--- src/rtl/cpu_types_pkg.sv ---
// Shared CPU/memory types: bus word, RAM handshake state and arbiter FSM state.
package cpu_types_pkg;

    typedef logic [31:0] word_t;

    typedef enum logic [1:0] {
        FREE   = 2'd0,
        BUSY   = 2'd1,
        ACCESS = 2'd2,
        ERROR  = 2'd3
    } ramstate_t;

    typedef enum logic [1:0] {
        IDLE  = 2'd0,
        DGNT  = 2'd1,
        IGNT  = 2'd2,
        RETRY = 2'd3
    } arbstate_t;

endpackage

--- src/rtl/memory_arbiter.sv ---
// Shares the single-port RAM between instruction fetch and the data path.
// Data wins by default; a starvation counter forces fetch through, ERROR is retried.
module memory_arbiter
    import cpu_types_pkg::*;
#(
    parameter int STARVE_MAX = 3
) (
    input  logic      CLK,
    input  logic      nRST,
    input  logic      iREN,
    input  word_t     iaddr,
    output logic      iwait,
    output word_t     iload,
    input  logic      dREN,
    input  logic      dWEN,
    input  word_t     daddr,
    input  word_t     dstore,
    output logic      dwait,
    output word_t     dload,
    output logic      ramREN,
    output logic      ramWEN,
    output word_t     ramaddr,
    output word_t     ramstore,
    input  word_t     ramload,
    input  ramstate_t ramstate,
    output logic [7:0] err_cnt
);

    localparam logic [3:0] STARVE_LIM = 4'(STARVE_MAX);

    arbstate_t  state, next_state;
    logic       last, next_last;   // 1: RETRY returns to IGNT, 0: to DGNT
    logic [3:0] starve;
    logic       d_done, i_done, err_hit;
    logic       d_req;

    assign d_req = dREN | dWEN;

    always_comb begin
        next_state = state;
        next_last  = last;
        iwait      = 1'b1;
        dwait      = 1'b1;
        iload      = '0;
        dload      = '0;
        ramREN     = 1'b0;
        ramWEN     = 1'b0;
        ramaddr    = '0;
        ramstore   = '0;
        d_done     = 1'b0;
        i_done     = 1'b0;
        err_hit    = 1'b0;
        case (state)
            IDLE: begin
                if (d_req && !(iREN && starve == STARVE_LIM))
                    next_state = DGNT;
                else if (iREN)
                    next_state = IGNT;
            end
            DGNT: begin
                // A withdrawn request drops the enables in the same cycle.
                if (!d_req) begin
                    next_state = IDLE;
                end else begin
                    ramaddr  = daddr;
                    ramstore = dstore;
                    ramWEN   = dWEN;
                    ramREN   = dREN & ~dWEN;
                    case (ramstate)
                        ACCESS: begin
                            dwait      = 1'b0;
                            dload      = ramload;
                            d_done     = 1'b1;
                            next_state = IDLE;
                        end
                        ERROR: begin
                            err_hit    = 1'b1;
                            next_last  = 1'b0;
                            next_state = RETRY;
                        end
                        default: ;
                    endcase
                end
            end
            IGNT: begin
                if (!iREN) begin
                    next_state = IDLE;
                end else begin
                    ramaddr = iaddr;
                    ramREN  = 1'b1;
                    case (ramstate)
                        ACCESS: begin
                            iwait      = 1'b0;
                            iload      = ramload;
                            i_done     = 1'b1;
                            next_state = IDLE;
                        end
                        ERROR: begin
                            err_hit    = 1'b1;
                            next_last  = 1'b1;
                            next_state = RETRY;
                        end
                        default: ;
                    endcase
                end
            end
            RETRY: next_state = last ? IGNT : DGNT;
            default: next_state = IDLE;
        endcase
    end

    always_ff @(posedge CLK or negedge nRST) begin
        if (!nRST) begin
            state   <= IDLE;
            last    <= 1'b0;
            starve  <= '0;
            err_cnt <= '0;
        end else begin
            state <= next_state;
            last  <= next_last;
            if (err_hit && err_cnt != 8'hFF)
                err_cnt <= err_cnt + 8'd1;
            if (!iREN || i_done)
                starve <= '0;
            else if (d_done && starve != STARVE_LIM)
                starve <= starve + 4'd1;
        end
    end

endmodule

--- config.mk ---
export PLATFORM = sky130hd
export DESIGN_NAME = memory_arbiter
export DESIGN_NICKNAME = d
export VERILOG_FILES = /design/src/rtl/cpu_types_pkg.sv /design/src/rtl/memory_arbiter.sv
export SDC_FILE = /design/constraint.sdc
export NUM_CORES = 1
export LEC_CHECK = 0
export ABC_AREA = 1
export ABC_CLOCK_PERIOD_IN_PS = 4500
export CAP_MARGIN = 0
export CORE_AREA = 2 2 107 109
export CTS_BUF_LIST = sky130_fd_sc_hd__clkbuf_8
export DETAILED_ROUTE_END_ITERATION = 16
export DIE_AREA = 0 0 109 111
export REMOVE_ABC_BUFFERS = 1
export SLEW_MARGIN = 40
export SYNTH_ARGS = -nofsm -noshare
export SYNTH_HDL_FRONTEND = slang
export SYNTH_SLANG_ARGS = --single-unit
--- constraint.sdc ---
create_clock -name CLK -period 4.5 [get_ports CLK]
set_clock_uncertainty 0.1 [all_clocks]
set_input_delay 0.675 -clock CLK [delete_from_list [all_inputs] [get_ports CLK]]
set_output_delay 0.675 -clock CLK [all_outputs]
set_load 0.05 [all_outputs]
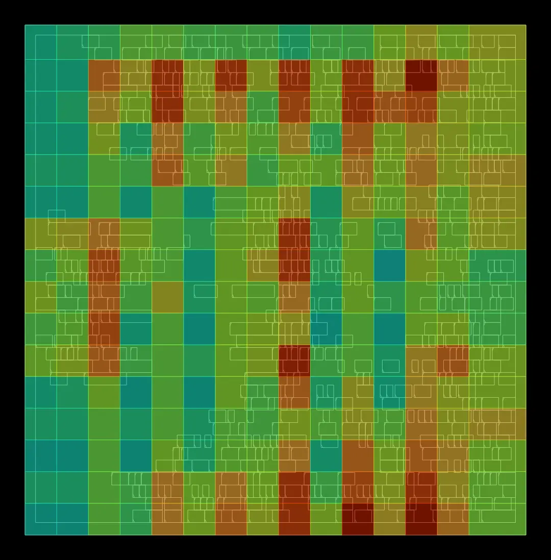
Figure 1: congestion heat map.
Final Core Density: 44.76%
met2 capacity usage during global routing: 31.76%
Most Used Layer, Global Route: met2
global routing usage on met1: 18.98%

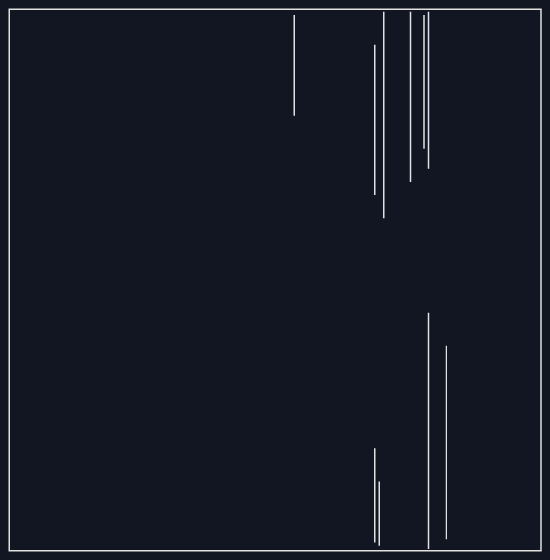
Figure 2: metal 4.
nets with wire on the layer = 10
share of all routed wire = 2.7%
main direction = vertical
wire length on this layer = 307 um
drt total wl: 11.28 mm
vias after detailed routing: 3337

==> PnR_summary.wiki <==
== Flow metrics ==
{| class="wikitable"
! Metric !! Value
|-
| Highest-power group || combinational logic
|-
| Critical path start-end classification || in2out
|-
| Weighted congestion at the end of routability-driven global placement || 0.9009
|-
| Count of state elements after synthesis || 15
|-
| Final net count || 825
|-
| Critical Path, Cell by Cell || clkdlybuf4s50_1, nand2_2, inv_2, nand3_4, nor2_1, clkdlybuf4s50_1
|-
| Largest cells by area after synthesis || nand2_1, nor2_1, dfrtp_1, inv_1, a21oi_1
|-
| Top logic cells by instance count in the layout || clkdlybuf4s50_1, nand2_1, nor2_1
|-
| Most frequently placed logic cell in the final layout || clkdlybuf4s50_1
|-
| Type of element capturing the critical path || output pin
|-
| Fraction of power spent switching nets || 61.65%
|-
| Total die area || 0.01210 mm^2
|-
| Setup-violating endpoint count in the final report || 0
|-
| Reg with most FFs || err_cnt
|-
| Summed standard-cell area reported by yosys || 0.002113 mm^2
|-
| Cell variety after synth || 25
|-
| Most frequent cell on the critical path || clkdlybuf4s50_1
|-
| Synth Area in Compound Gates || 11.96%
|-
| Floorplan core area || 0.01108 mm^2
|-
| Die width || 109 um
|-
| Cell count after synthesis || 417
|-
| Setup Buffers After CTS || 0
|-
| Power Dens Cells || 422.1 mW/mm^2
|-
| Synth Seq Share || 17.76%
|-
| DPL Wire Length || 9.487 mm
|-
| Number of flip-flops under the largest register name || 8
|-
| Final hold vios || 0
|-
| Result of the run || finished, final reports clean
|-
| Critical path capture point || iload[22]
|-
| Buffer depth of the longest clock path || 2
|-
| Fin. max-slew vios || 0
|-
| Standard-cell rows || 39
|-
| Met2 routed wirelength || 5.781 mm
|-
| Number of buffers inserted by hold repair at cts || 0
|-
| Largest area contributor in the netlist || nand2_1
|-
| Most frequent cells after synthesis || nand2_1, nor2_1, inv_1
|-
| Register-to-register setup slack || 2.18 ns
|-
| Final clock period utilization by the worst path || 86.63%
|-
| Top Registers || err_cnt: 8 flops, starve: 4 flops, state: 2 flops
|-
| Mean instance size in the synthesized netlist || 5.068 um^2
|-
| LEAKAGE || 2.324 nW
|-
| Post-Synth XOR/XNOR Area || 2.487%
|-
| Total clock sinks || 15
|-
| Vias/cell || 4.045
|}
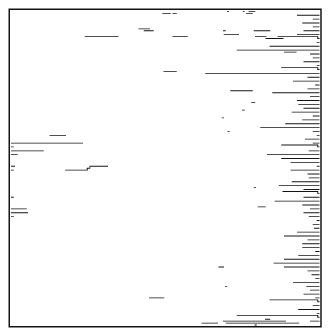
Figure 3: signal wires on met3.
nets with wire on the layer = 114
longest straight run = 39.8 um
main direction = horizontal
wire length on this layer = 822 um
share of all routed wire = 7.3%
met3 Resource Use GR: 3.821%

## layout make-up
type / count / area [um^2] / area share (%)
Tap cell: 143 / 178.9 / 3.608
Multi-Input combinational cell: 296 / 1328 / 26.77
Inverter: 88 / 330.3 / 6.662
Sequential cell: 15 / 375.4 / 7.570
Timing Repair Buffer: 279 / 2700 / 54.45
Clock buffer: 3 / 41.29 / 0.8327
Clock inverter: 1 / 5.005 / 0.1009
## per-stage QoR
step                      std cells  util (%)  setup slack, ns  cell area (um^2)  hold WS [ns]
final                           825     44.76           0.6019              4959        0.4247
after global placement          821     44.35           0.6933              4912        0.4044
after floorplan                 399         -           0.9456              2033        0.2794
after detailed placement        821     44.35           0.5787              4912        0.4092
after global routing            825     44.76           0.4290              4959        0.4581
after CTS                       825     44.76           0.5730              4959        0.4251
Power and IR drop assume default switching activity.
